===== src/rtl/uart_rsp_collector.sv =====
// Host-side UART response receiver: deserializes one- or two-byte responses
// (LSB frame first) into a 16-bit word with single-cycle status pulses.
module uart_rsp_collector #(
    parameter int unsigned DATA_WIDTH = 8,
    parameter int unsigned TIMEOUT    = 32
) (
    input  logic                    clk,
    input  logic                    rst_n,
    input  logic                    ser_in,
    input  logic                    par_en,
    input  logic                    par_typ,
    input  logic                    exp_len,
    output logic [2*DATA_WIDTH-1:0] rsp_data,
    output logic                    rsp_vld,
    output logic                    par_err,
    output logic                    stp_err,
    output logic                    tmo_err,
    output logic                    busy
);

    localparam int unsigned RSP_W     = 2 * DATA_WIDTH;
    localparam int unsigned BIT_CNT_W = $clog2(DATA_WIDTH + 1);
    localparam int unsigned TMO_CNT_W = $clog2(TIMEOUT + 1);
    localparam logic [BIT_CNT_W-1:0] LAST_BIT = BIT_CNT_W'(DATA_WIDTH - 1);
    localparam logic [TMO_CNT_W-1:0] TMO_LAST = TMO_CNT_W'(TIMEOUT - 1);

    typedef enum logic [2:0] {
        S_IDLE,
        S_DATA,
        S_PARITY,
        S_STOP,
        S_WAIT
    } state_t;

    state_t                  state_q, state_d;
    logic [BIT_CNT_W-1:0]    bit_cnt_q, bit_cnt_d;
    logic [TMO_CNT_W-1:0]    tmo_cnt_q, tmo_cnt_d;
    logic [DATA_WIDTH-1:0]   shift_q, shift_d;
    logic [DATA_WIDTH-1:0]   stage_q, stage_d;
    logic                    byte_idx_q, byte_idx_d;
    logic                    len_q, len_d;
    logic                    frm_par_en_q, frm_par_en_d;
    logic                    frm_par_typ_q, frm_par_typ_d;
    logic                    par_bad_q, par_bad_d;
    logic [RSP_W-1:0]        rsp_data_d;
    logic                    rsp_vld_d, par_err_d, stp_err_d, tmo_err_d, busy_d;
    logic                    par_exp_c;

    // Expected parity bit: even parity for typ 0, odd parity for typ 1.
    assign par_exp_c = (^shift_q) ^ frm_par_typ_q;

    // State and datapath registers.
    always_ff @(posedge clk or negedge rst_n) begin
        if (!rst_n) begin
            state_q       <= S_IDLE;
            bit_cnt_q     <= '0;
            tmo_cnt_q     <= '0;
            shift_q       <= '0;
            stage_q       <= '0;
            byte_idx_q    <= 1'b0;
            len_q         <= 1'b0;
            frm_par_en_q  <= 1'b0;
            frm_par_typ_q <= 1'b0;
            par_bad_q     <= 1'b0;
            rsp_data      <= '0;
            rsp_vld       <= 1'b0;
            par_err       <= 1'b0;
            stp_err       <= 1'b0;
            tmo_err       <= 1'b0;
            busy          <= 1'b0;
        end else begin
            state_q       <= state_d;
            bit_cnt_q     <= bit_cnt_d;
            tmo_cnt_q     <= tmo_cnt_d;
            shift_q       <= shift_d;
            stage_q       <= stage_d;
            byte_idx_q    <= byte_idx_d;
            len_q         <= len_d;
            frm_par_en_q  <= frm_par_en_d;
            frm_par_typ_q <= frm_par_typ_d;
            par_bad_q     <= par_bad_d;
            rsp_data      <= rsp_data_d;
            rsp_vld       <= rsp_vld_d;
            par_err       <= par_err_d;
            stp_err       <= stp_err_d;
            tmo_err       <= tmo_err_d;
            busy          <= busy_d;
        end
    end

    // Next-state and next-output logic.
    always_comb begin
        state_d       = state_q;
        bit_cnt_d     = bit_cnt_q;
        tmo_cnt_d     = tmo_cnt_q;
        shift_d       = shift_q;
        stage_d       = stage_q;
        byte_idx_d    = byte_idx_q;
        len_d         = len_q;
        frm_par_en_d  = frm_par_en_q;
        frm_par_typ_d = frm_par_typ_q;
        par_bad_d     = par_bad_q;
        rsp_data_d    = rsp_data;
        rsp_vld_d     = 1'b0;
        par_err_d     = 1'b0;
        stp_err_d     = 1'b0;
        tmo_err_d     = 1'b0;
        busy_d        = busy;

        case (state_q)
            S_IDLE: begin
                if (!ser_in) begin
                    state_d       = S_DATA;
                    bit_cnt_d     = '0;
                    byte_idx_d    = 1'b0;
                    len_d         = exp_len;
                    frm_par_en_d  = par_en;
                    frm_par_typ_d = par_typ;
                    par_bad_d     = 1'b0;
                    busy_d        = 1'b1;
                end
            end

            S_DATA: begin
                shift_d = {ser_in, shift_q[DATA_WIDTH-1:1]};
                if (bit_cnt_q == LAST_BIT) begin
                    bit_cnt_d = '0;
                    state_d   = frm_par_en_q ? S_PARITY : S_STOP;
                end else begin
                    bit_cnt_d = bit_cnt_q + BIT_CNT_W'(1);
                end
            end

            S_PARITY: begin
                par_bad_d = (ser_in != par_exp_c);
                state_d   = S_STOP;
            end

            S_STOP: begin
                // Parity failure outranks a bad stop bit.
                if (par_bad_q) begin
                    par_err_d = 1'b1;
                    busy_d    = 1'b0;
                    state_d   = S_IDLE;
                end else if (!ser_in) begin
                    stp_err_d = 1'b1;
                    busy_d    = 1'b0;
                    state_d   = S_IDLE;
                end else if (byte_idx_q == len_q) begin
                    rsp_vld_d  = 1'b1;
                    busy_d     = 1'b0;
                    state_d    = S_IDLE;
                    rsp_data_d = byte_idx_q ? {shift_q, stage_q}
                                            : {{DATA_WIDTH{1'b0}}, shift_q};
                end else begin
                    stage_d    = shift_q;
                    byte_idx_d = 1'b1;
                    tmo_cnt_d  = '0;
                    state_d    = S_WAIT;
                end
            end

            S_WAIT: begin
                if (!ser_in) begin
                    state_d       = S_DATA;
                    bit_cnt_d     = '0;
                    frm_par_en_d  = par_en;
                    frm_par_typ_d = par_typ;
                    par_bad_d     = 1'b0;
                end else if (tmo_cnt_q == TMO_LAST) begin
                    tmo_cnt_d = '0;
                    tmo_err_d = 1'b1;
                    busy_d    = 1'b0;
                    state_d   = S_IDLE;
                end else begin
                    tmo_cnt_d = tmo_cnt_q + TMO_CNT_W'(1);
                end
            end

            default: begin
                state_d = S_IDLE;
            end
        endcase
    end

endmodule


===== config.mk =====
export PLATFORM = sky130hd
export DESIGN_NAME = uart_rsp_collector
export DESIGN_NICKNAME = d
export VERILOG_FILES = /design/src/rtl/uart_rsp_collector.sv
export SDC_FILE = /design/constraint.sdc
export NUM_CORES = 1
export LEC_CHECK = 0
export ABC_CLOCK_PERIOD_IN_PS = 1700
export CAP_MARGIN = 5
export CORE_AREA = 2 2 78 87
export DETAILED_ROUTE_END_ITERATION = 16
export DIE_AREA = 0 0 80 89
export GPL_TIMING_DRIVEN = 0
export PLACE_DENSITY = 0.58
export SETUP_SLACK_MARGIN = 0.5
export SLEW_MARGIN = 20
export SYNTH_ARGS = -nofsm -noshare
export SYNTH_HDL_FRONTEND = slang
export SYNTH_SLANG_ARGS = --single-unit

===== constraint.sdc =====
create_clock -name clk -period 1.7 [get_ports clk]
set_clock_uncertainty 0.05 [all_clocks]
set_input_delay 0.255 -clock clk [delete_from_list [all_inputs] [get_ports clk]]
set_output_delay 0.255 -clock clk [all_outputs]
set_load 0.02 [all_outputs]

Run 1, the metal 3 layer:
The bar under the picture is 20 µm long. Cells faint in the background.
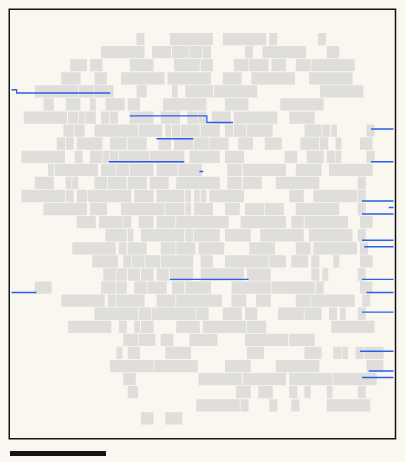
17 nets have wire on it. The longest straight run is 19.3 µm. The layer holds 3.0% of the routed length. The layer carries 157 µm of wire.
met3 Track Usage GR: 3.33%
wirelength, routed: 5260 µm
vias after detailed routing: 1760

Run 1, the metal 1 layer:
The bar under the picture is 20 µm long. Supply wires on this layer in gray.
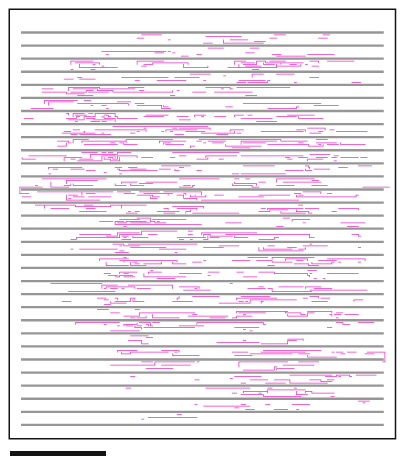
The longest straight run is 20.2 µm. The layer holds 45% of the routed length. 261 nets have wire on it. The wires run mostly horizontal.
GR Layer Usage met1: 19.8%

Run 1, track usage over the die:
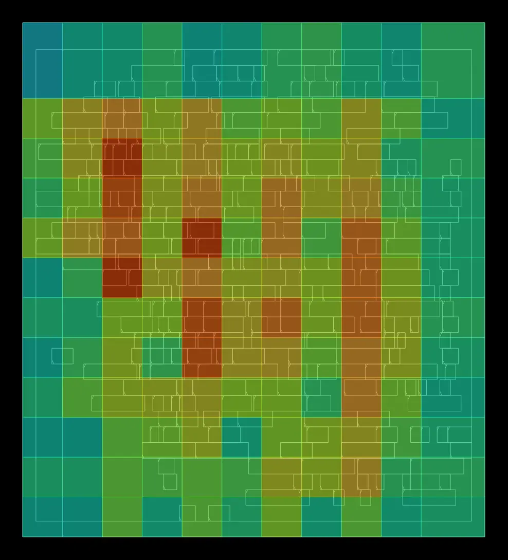
global routing's busiest layer: met2
Total Routing Usage GR: 15.0%
met2 global-route usage: 25.6%

==> out/summary.log, run 1 <==
qor: placement.dpl_ws -0.0799 ns
qor: timing.setup_ws -0.0369 ns
qor: detailed_routing.vias_per_cell 4.88
qor: pwr.power_frac_clock 15.0%
qor: yosys.topCombFamilyByArea simple AND/OR/NAND/NOR gates
qor: worst_setup_path.worst_setup_path_endpoint rsp_data[8]
qor: timing.setup_viol 4
qor: worst_setup_path.r2r-start state_q[0]
qor: yosys.synthesis.area 2440 µm²
qor: finish.register_area 1380 µm²
qor: die.die-area 7120 µm²
qor: pwr.power_per_cell_area 1700 nW/µm²
qor: global_routing.pin_count_of_the_biggest_net_entering_global_routing 56
qor: clock_network.clock_tree_from_tritoncts built
qor: status.outcome complete, but fails checks
qor: pwr.pg_clk 896 µW
qor: yosys.yosysWarnings 0
qor: run.max_cap_viols 0
qor: finish.antenna_cells 0
qor: pwr.sequential_group_share_of_total_power 36.6%
qor: status.failing_checks negative setup slack
qor: yosys.postSynthSeqShare 56.5%
qor: die.io_pins 27
qor: yosys.yosysChipArea 2440 µm²
qor: finish.layout.area.comb 1210 µm²
qor: yosys.synth_stat.cells 202
qor: run.openroad.warnings 29
qor: pwr.pg_comb 2890 µW
qor: pwr.comb_power_share 48.4%
qor: finish.largest-register rsp_data
qor: clock_network.clkSlewWorstSetupHoldPaths 0.10 ns
qor: clock_network.clock_sinks 55
qor: timing.period_used_share 102%
## run 1: area by class of cell
type / instances / share of cell area, %
flip-flops and latches: 55 / 39.3
well taps: 80 / 2.86
multi-input cells: 133 / 34.5
clock inverters: 2 / 1.00
inverters: 3 / 0.321
clock buffers: 6 / 2.36
plain buffers: 11 / 3.32
repair buffers: 71 / 16.3
## run 1: per-stage QoR
stage	area, µm²	power (µW)	utilization (%)	cells
final	3500	5970	56.9	361
after CTS	3120	5460	50.7	338
after global routing	3500	6360	56.9	361
after floorplan	2460	3600	-	202
after detailed placement	2810	4220	45.6	307
after global placement	2810	4180	45.7	307
## run 1: layer usage
layer  global-route usage [%]  wire length [µm]
met5                        0                 0
met4                     3.24                49
met3                     3.33               156
met2                     25.6              2700
met1                     19.8              2350
## run 1: layout by cell type, fill, tap and decap left out, types with 3 or more instances in the layout
cell type / instances
sky130_fd_sc_hd__a22o_1: 9
sky130_fd_sc_hd__nand3_2: 3
sky130_fd_sc_hd__clkdlybuf4s50_1: 3
sky130_fd_sc_hd__nand2_2: 3
sky130_fd_sc_hd__o21ai_0: 4
sky130_fd_sc_hd__buf_6: 24
sky130_fd_sc_hd__a21oi_1: 5
sky130_fd_sc_hd__mux2_2: 6
sky130_fd_sc_hd__clkbuf_8: 7
sky130_fd_sc_hd__buf_2: 21
sky130_fd_sc_hd__nor2_1: 5
sky130_fd_sc_hd__mux2i_1: 8
sky130_fd_sc_hd__buf_4: 28
sky130_fd_sc_hd__xnor2_1: 6
sky130_fd_sc_hd__o21ai_1: 8
sky130_fd_sc_hd__mux2_4: 13
sky130_fd_sc_hd__nand2_1: 16
sky130_fd_sc_hd__nand3_1: 3
sky130_fd_sc_hd__dfrtp_1: 53
## run 1: worst max-delay path: stages (launching register included)
cell and delay [ns]:
sky130_fd_sc_hd__dfrtp_1 0.39, sky130_fd_sc_hd__buf_4 0.14, sky130_fd_sc_hd__nand3b_4 0.07, sky130_fd_sc_hd__or4_4 0.48, sky130_fd_sc_hd__buf_6 0.16, sky130_fd_sc_hd__buf_6 0.13
sky130_fd_sc_hd__a22o_1 0.22
## run 1: synthesized netlist by cell type (all sizes together)
master / n / area share (%)
a21boi: 1 / 0.31
a21oi: 6 / 1.2
a22o: 9 / 3.2
a2bb2oi: 1 / 0.36
a31oi: 1 / 0.26
and2: 2 / 0.51
and3b: 1 / 0.36
and4: 1 / 0.36
and4bb: 2 / 1.0
buf: 8 / 2.2
clkbuf: 3 / 0.46
dfrtp: 55 / 56
ha: 2 / 1.0
inv: 3 / 0.46
mux2: 19 / 8.8
mux2i: 8 / 3.3
nand2: 19 / 2.9
nand2b: 2 / 0.51
nand3: 8 / 1.8
nand3b: 2 / 1.1
nand4: 2 / 0.51
nor2: 8 / 1.2
nor2b: 2 / 0.51
nor3: 3 / 0.82
nor3b: 1 / 0.31
nor4: 1 / 0.26
o211ai: 1 / 0.31
o21a: 1 / 0.31
o21ai: 14 / 2.9
o31ai: 1 / 0.31
o41ai: 1 / 0.36
or2: 1 / 0.26
or3b: 1 / 0.36
or4: 1 / 0.31
xnor2: 7 / 2.5
xnor3: 1 / 0.92
xor2: 3 / 1.1
Run 1, layout detail:
The bar under the picture is 10 µm long. Region (40, 2) to (80, 42) µm. Cells in gray, sequential cells in the stronger gray; small squares are vias.
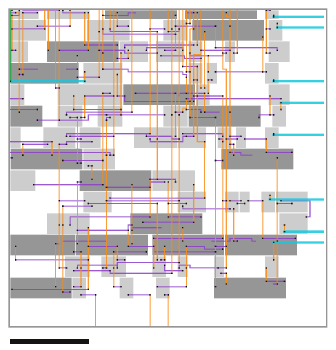

--- run 2 (diff from run 1) ---
--- a/config.mk
+++ b/config.mk
@@ -8,12 +8,12 @@
 export ABC_CLOCK_PERIOD_IN_PS = 1700
 export CAP_MARGIN = 5
 export CORE_AREA = 2 2 78 87
+export CTS_CLUSTER_SIZE = 30
 export DETAILED_ROUTE_END_ITERATION = 16
 export DIE_AREA = 0 0 80 89
 export GPL_TIMING_DRIVEN = 0
 export PLACE_DENSITY = 0.58
 export SETUP_SLACK_MARGIN = 0.5
-export SLEW_MARGIN = 20
 export SYNTH_ARGS = -nofsm -noshare
 export SYNTH_HDL_FRONTEND = slang
 export SYNTH_SLANG_ARGS = --single-unit
Run 2, layout detail:
The bar under the picture is 10 µm long. Region (40, 2) to (80, 42) µm. Cells in gray, sequential cells in the stronger gray; small squares are vias.
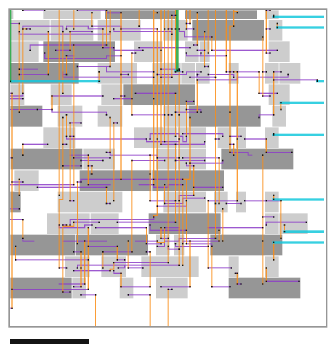
Orange stands for met2. Cyan stands for met3. Green stands for met4. Purple stands for met1.
68 logic cells have their middle in the window. Most frequent: dfrtp_1 (15), buf_2 (10). Sequential cells in the window: 15. Netlist names of flops here include rsp_data (7), stage_q (4), shift_q (3).

Run 2, logic cells by family:
The bar under the picture is 20 µm long.
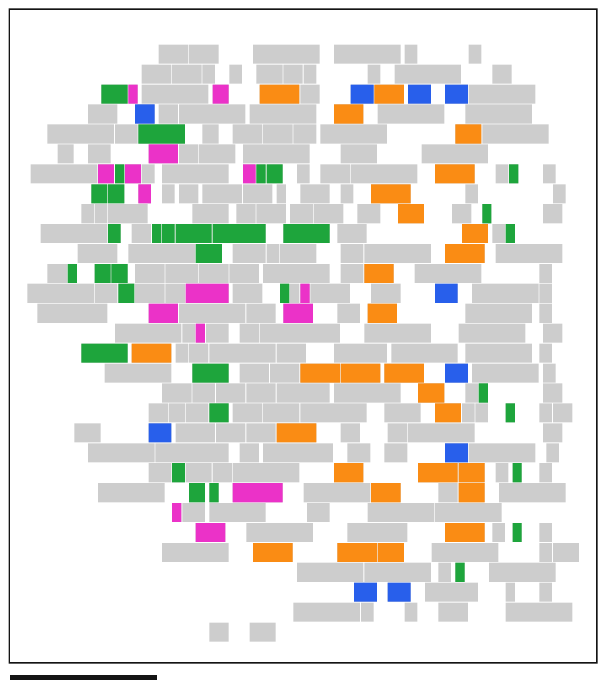
Orange stands for multiplexers, cells 27. Blue stands for AND-OR and OR-AND gates, cells 10. Green stands for NAND gates, cells 33. Magenta stands for NOR gates, cells 15.
most numerous logic cell after layout: sky130_fd_sc_hd__dfrtp_1
filler-free cell count of the finished design: 363
Comb/total area: 34.1%

Run 2, the metal 1 layer:
The bar under the picture is 20 µm long. Supply wires on this layer in gray.
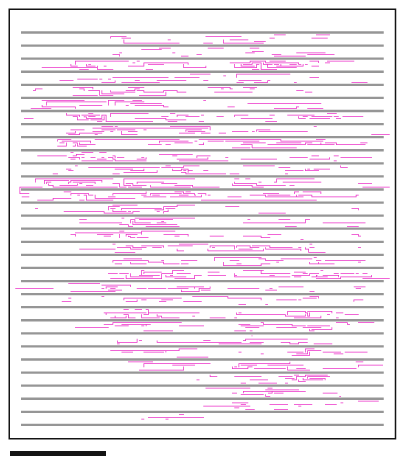
The wires run mostly horizontal. The longest straight run is 23.9 µm. The layer carries 2430 µm of wire.
vias after detailed routing: 1816
wirelength, routed: 5540 µm

==> out/summary.log, run 2 <==
qor: yosys.yosysMostFrequentCell sky130_fd_sc_hd__dfrtp_1
qor: finish.final_layout_top_logic_cells sky130_fd_sc_hd__dfrtp_1 (53), sky130_fd_sc_hd__buf_6 (28), sky130_fd_sc_hd__buf_4 (23)
qor: yosys.ys_top_cells_by_count sky130_fd_sc_hd__dfrtp_1 (55), sky130_fd_sc_hd__mux2_2 (19), sky130_fd_sc_hd__nand2_1 (19)
qor: worst_setup_path.timing.critical_path.slowest_stage_cell sky130_fd_sc_hd__or4_4
qor: pwr.power_per_cell_area 1690 nW/µm²
qor: finish.design.final.nets 290
qor: clock_network.clock_sinks 55
qor: detailed_routing.highest-signal-layer met4
qor: global_routing.track_usage 15.3%
qor: yosys.yosysChipArea 2440 µm²
qor: detailed_routing.routedLengthMet1 2430 µm
qor: yosys.yosysWarnings 0
qor: yosys.post-synth-top-area-fraction 56.5%
qor: die.die-area 7120 µm²
qor: timing.period_used_share 101%
qor: pwr.fin_total_pwr 6060 µW
qor: finish.post-route-cell-area 3590 µm²
qor: detailed_routing.met3_wirelength 142 µm
qor: yosys.edf_count 0
qor: worst_setup_path.timing.critical_path.fanout_max 8
qor: finish.postLayoutCoreUtil 58.3%
qor: finish.antenna_cells 0
qor: yosys.postSynthSeqShare 56.5%
qor: yosys.synth_stat.cells 202
qor: run.openroad.warnings 29
qor: timing.period_needed 1.72 ns
qor: die.io_pins 27
qor: clock_network.clkSlewWorstSetupHoldPaths 0.10 ns
qor: run.max_cap_viols 0
qor: finish.largest-register rsp_data
qor: status.failing_checks negative setup slack
qor: detailed_routing.vias_per_cell 5.00
qor: yosys.synth_async_sr_flop_share 100%
qor: yosys.postSynth.topFlopCell sky130_fd_sc_hd__dfrtp_1
qor: detailed_routing.met2WireLength 2880 µm
qor: timing.setup_viol 3
qor: placement.place_area 2830 µm²
qor: worst_setup_path.cpPeakStageDelay 0.48 ns
qor: status.outcome complete, but fails checks
qor: global_routing.pin_count_of_the_biggest_net_entering_global_routing 38
qor: yosys.synthesis.area 2440 µm²
qor: timing.setup_ws -0.0216 ns
run 2: repair_timing:
action / in CTS / in global routing
cloned: 1 / 1
hold endpoints to repair: 18 / 0
endpoints found under the setup margin: 73 / 60
buffers inserted: 16 / 28
pin swaps: 6 / 23
gates resized: 111 / 73
hold buffers: 1 / 0
run 2: layout make-up:
cell class | count | area (µm²) | share of cell area, %
clock inverter | 2 | 35.0 | 0.976
tap | 80 | 100 | 2.79
buffer | 11 | 126 | 3.52
multi-input combinational | 133 | 1220 | 34.1
inverter | 3 | 11.3 | 0.314
sequential | 55 | 1380 | 38.4
timing repair buffer | 73 | 632 | 17.6
clock buffer | 6 | 82.6 | 2.30
run 2: cells by family after synthesis:
group / count (synthesis) / synth area share [%]
adders and majority gates: 2 / 1.03
AOI/OAI and AO/OA: 36 / 9.55
xor gates and xnor gates: 11 / 4.52
buffers and inverters: 14 / 3.13
DFF: 55 / 56.5
and+or+nand+nor: 57 / 13.2
muxes: 27 / 12.1
run 2: path summary, 6_finish.rpt:
kind	startpoint	to	slack [ns]	cells after the start
worst max-delay path	state_q[2]	rsp_data[8]	-0.02	5
worst min-delay path	ser_in	stp_err	0.23	2
worst max register to register	state_q[2]	rsp_data[8]	-0.02	5
worst min register to register	rsp_data[2]	rsp_data[2]	0.43	2
max in group asynchronous	rst_n	shift_q[7]	0.68	3
min in group asynchronous	rst_n	rsp_vld	0.37	2
run 2: worst max-delay path, delay by kind of cell (launching register included):
family / cells / cell delay, ns
and+or+nand+nor: 2 / 0.65
DFF: 1 / 0.42
buffers and inverters: 2 / 0.28
AOI/OAI and AO/OA: 1 / 0.22
run 2: where the power goes:
group	internal [µW]	total (µW)	switching, µW	leakage (µW)
logic	1730	2990	1260	0.000950
registers	1770	2180	407	0.000704
clock network	477	890	413	0.0000612
run 2: through the flow:
step           std cells  hold WS (ns)
6_report             363         0.226
5_1_grt              363         0.220
3_5_place_dp         308         0.173
2_1_floorplan        202       -0.0906
3_3_place_gp         307         0.410
4_1_cts              334         0.213
run 2: per-layer routing:
layer | global-route usage (%) | up-vias
met1 | 19.8 | 902
met4 | 3.70 | 0
li1 | - | 879
met2 | 26.1 | 25
met5 | 0 | -
met3 | 3.43 | 10
No activity file was given, so power comes from the tool's default toggle rates.
